Design msg_uart_tx, sky130hd; sources not shown.
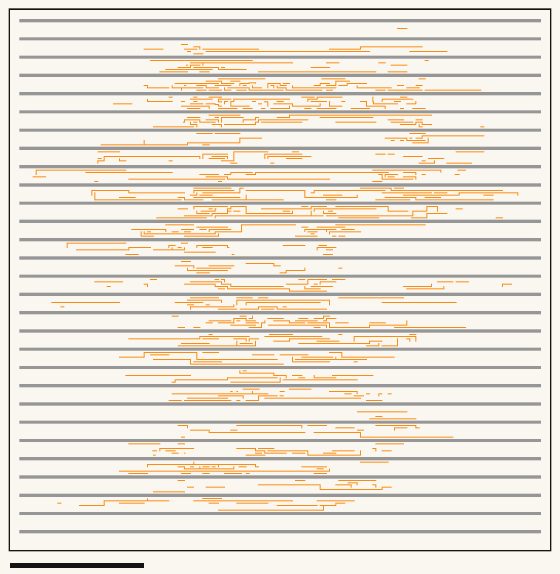
Figure 1: run 1, metal 1.
Scale bar: 20 um. Supply wires on this layer in grey.
longest straight run: 31.3 um
share of all routed wire: 49%
main direction: horizontal
wirelength, routed: 4.291 mm
vias after detailed routing: 1540
met1 Use GR: 20.84%

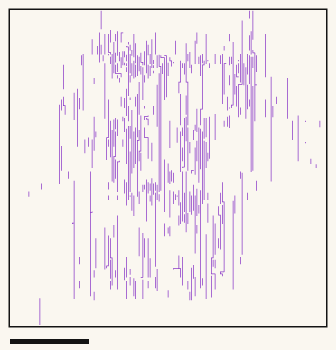
Figure 2: run 1, metal 2.
Scale bar: 20 um.
nets with wire on the layer: 187
wire length on this layer: 1940 um
main direction: vertical
Global Route met2 Usage: 22.88%

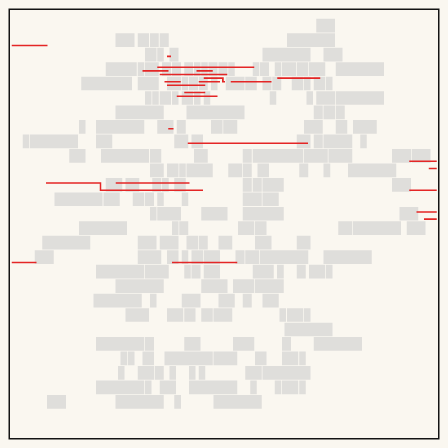
Figure 3: run 1, metal 3.
main direction: horizontal
share of all routed wire: 4.4%
met3 layer usage reported by global route: 2.386%

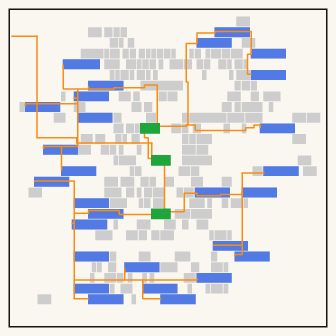
Figure 4: run 1, routed clock nets over the placement.
[blue] flip-flops | count: 28
[orange] clock wires | length: 445 um
[green] clock drivers | count: 3
flops lie: widely spread
latest clock arrival within the worst-skew pair: 0.28 ns
clock distribution power: 191 uW

==> notes.md <==
Flow results follow.

According to the timing report, the arrival time at the worst endpoint equals between 3 and 4 ns. In this run the static leakage power is roughly 0.89 nW. The relative slew slack is roughly 35%. Gates resized during post-CTS repair numbered 0.

The number of failing setup endpoints in the final timing report is 0. Per the OpenROAD floorplan log, the height of the die is between 80 and 90 um. Summing the sequential cell areas from Yosys gives between 30% and 40% of the chip area. The number of nets in the final layout is about 220. The placement row count is 28. The final layout report lists a filler cell count of between 500 and 600. In this run the tool buffered the top-level ports with 10 buffer cells.

Ranked by instance count, the synthesized netlist is headed by 27 x sky130_fd_sc_hd__dfrtp_1, 20 x sky130_fd_sc_hd__nor2_1, 17 x sky130_fd_sc_hd__nand2_1. The global routing stage identified its most utilized layer as met2. The sum of negative setup slack is 0 ns. The number of post-CTS setup repair buffers is 0. The cell count after synthesis came out at between 150 and 200. The number of cells in the yosys synthesis report is ~200. Cells fill about 35% of the core in the end. The net count after synthesis is ~210. The violation tally from detailed-route iteration zero is between 100 and 150. The worst path in the final design needs a cycle of about 3.4 ns, including I/O delays and setup. The cell sitting at the root of the clock tree is a sky130_fd_sc_hd__clkbuf_8. STA classifies the critical path startpoint as a flop. The worst setup slack for register-to-register paths is 1.50 ns. The number of inserted diodes is 0.

The number of cells on the worst reg-to-reg path is 11. No sink is reached through more buffers than the 2 on the longest clock path. The synthesized design devotes to its leading area cell type 36.59% of total area. Sorting the synthesized cells by area gives the leading types as sky130_fd_sc_hd__dfrtp_1 37%, sky130_fd_sc_hd__ha_1 4.1%, sky130_fd_sc_hd__nor2_1 4.1%. Counting endpoints that fail hold in the final report gives 0. The post-cts hold buffer count is 0. The number of global-route vias before repair was about 1.5k. The area added between synthesis and finish is 13.35%. The register with the most flip-flops in the layout has 12 of them. The number of primary I/O pins is 11. Along the worst hold path, the cell count comes to 0. Dividing the final minimum period by the clock period gives between 60% and 70%.

The required time of the critical path is 5.00 ns. Per the post-CTS timing run, clock transition at the registers of the reported paths is 0.11 ns. The placer congestion estimate is around 1.0. The post-synthesis cell type with the largest instance count is sky130_fd_sc_hd__dfrtp_1. Yosys mapped a number of flops with a built-in enable equal to 0. Counting every sink on the clock net gives 28. The number of synthesized register bits is 28. The worst setup path is captured at a flop. In this run the power density over the cells is approximately 230 nW/um^2. The chip occupies ~6500 sq um. TritonCTS built the clock tree. The flow ran to the end, and the final reports show no timing, DRC or antenna violations. The largest net degree at the start of global routing is 23. The number of antenna violations at the first check in global routing was 0. The count of cell types in the netlist is 63. Per the detail_route report, routed wire per instance is roughly 15 um. The timing-limited maximum frequency is 0.2955 GHz. The final antenna-violating net count is 0. The area of the synthesized netlist per yosys stat is 1847 sq um. The post-route DRC violation count is 0. Warnings raised by the tools during the run amount to 27.

The number of max-slew violations in the final report is 0. Setup repair after global routing left no endpoint under its margin. In this run, CTS created clock tree buffers numbering 3. The residual overflow from global routing is 0. The worst min-delay path class is reg -> reg.

The transition time of the tightest slew-check pin is about 0.97 ns. Detailed placement finished with a half-perimeter wire length of 3.165 mm. The startpoint-to-endpoint class of the critical path is reg -> reg. The placeable core region is between 5000 and 6000 sq um.

For this run, the detailed router reports a per-instance via density of ~5.4. Summing every instance area after synthesis gives about 1800 sq um. The critical-path maximum fanout is 7. The dominant synthesized flop cell is sky130_fd_sc_hd__dfrtp_1. The floorplan step set the die width to slightly above 80 um. Warnings reported by Yosys during synthesis add up to 0. Yosys reported that registers with async set or reset make up 100.0%. The worst-case hold slack is 0.2566 ns. Looking at the VDD voltage map, the peak drop is between 0.0001 and 0.00015 V. The starting utilization of the core area is between 30% and 40%. The wire length of the first global-routing pass is around 7.4 mm. Cells with a size suffix above 1 make up between 10% and 20% of the layout. The number of optimization iterations in the first detailed-route pass is 4. Looking at area per cell type in the netlist, the leader is sky130_fd_sc_hd__dfrtp_1. In the global route stage, overall resource usage came out at about 15%.

The H-tree level count is 1. The number of max-cap violations is 0. A synthesized cell averages approximately 9.3 sq um.
## run 1: layout make-up
class	instances	area, sq um	area share [%]
multi-input cells	156	1079	51.52
flip-flops and latches	28	701.9	33.53
repair buffers	11	107.6	5.140
well taps	75	93.84	4.483
clock buffers	3	41.29	1.973
inverters	10	40.04	1.913
clock inverters	1	30.03	1.435
## run 1: layer usage
metal  part of all wire, %  vias to the layer above
met5                     0                        -
met4                   1.1                        0
met3                   4.4                        6
met2                    45                       40
met1                    49                      756
li1                      -                      738
## run 1: cell usage in the layout, fill, tap and decap left out, drive strengths merged, types with 3 or more instances in the layout
master and instances:
dfrtp 27, nor2 20, nand2 17, nand3 12, clkdlybuf4s50 10, inv 10, xor2 8, o21ai 8
nor3 7, nand4 7, a21oi 6, ha 6, and3 5, xnor2 4, and2 4, or3 4
nand2b 3, or2 3, mux2i 3, clkbuf 3
## run 1: worst max-delay path, stage by stage (launching register included)
cell and delay [ns]:
sky130_fd_sc_hd__dfrtp_1 0.40, sky130_fd_sc_hd__ha_1 0.25, sky130_fd_sc_hd__nand4b_1 0.21, sky130_fd_sc_hd__nor3_1 0.68
sky130_fd_sc_hd__inv_1 0.14, sky130_fd_sc_hd__ha_1 0.32, sky130_fd_sc_hd__a22oi_1 0.08, sky130_fd_sc_hd__o22ai_1 0.36
sky130_fd_sc_hd__inv_1 0.14, sky130_fd_sc_hd__o31ai_1 0.27, sky130_fd_sc_hd__o21ai_0 0.19, sky130_fd_sc_hd__a41oi_2 0.19
## run 1: metrics by stage
| stage | instance area [sq um] | setup slack, ns | instances | total power [mW] |
|---|---|---|---|---|
| after floorplan | 1847 | 2.112 | 199 | 0.2794 |
| after global placement | 2022 | 1.843 | 280 | 0.2961 |
| after detailed placement | 2022 | 1.623 | 280 | 0.2979 |
| after CTS | 2093 | 1.538 | 284 | 0.4902 |
| after global routing | 2093 | 1.156 | 284 | 0.5074 |
| final | 2093 | 1.496 | 284 | 0.4850 |
## run 1: kinds of logic (layout without fill, tap and decap cells)
kind of cell | after synthesis | count (layout) | share of synthesized area (%)
simple gates | 103 | 103 | 33.88
compound gates | 30 | 30 | 12.13
flops | 28 | 28 | 38.01
buf+inv | 15 | 25 | 3.591
xor+xnor | 12 | 12 | 5.691
fa+ha+maj | 6 | 6 | 4.065
mux | 4 | 4 | 2.439
other cells | 1 | 1 | 0.2031
## run 1: power breakdown
group          switching [mW]  internal (mW)  total [mW]
clock network          0.0813          0.110       0.191
registers             0.00927          0.239       0.248
logic                  0.0279         0.0177      0.0456
total                   0.118          0.367       0.485
Power and IR drop assume default switching activity.
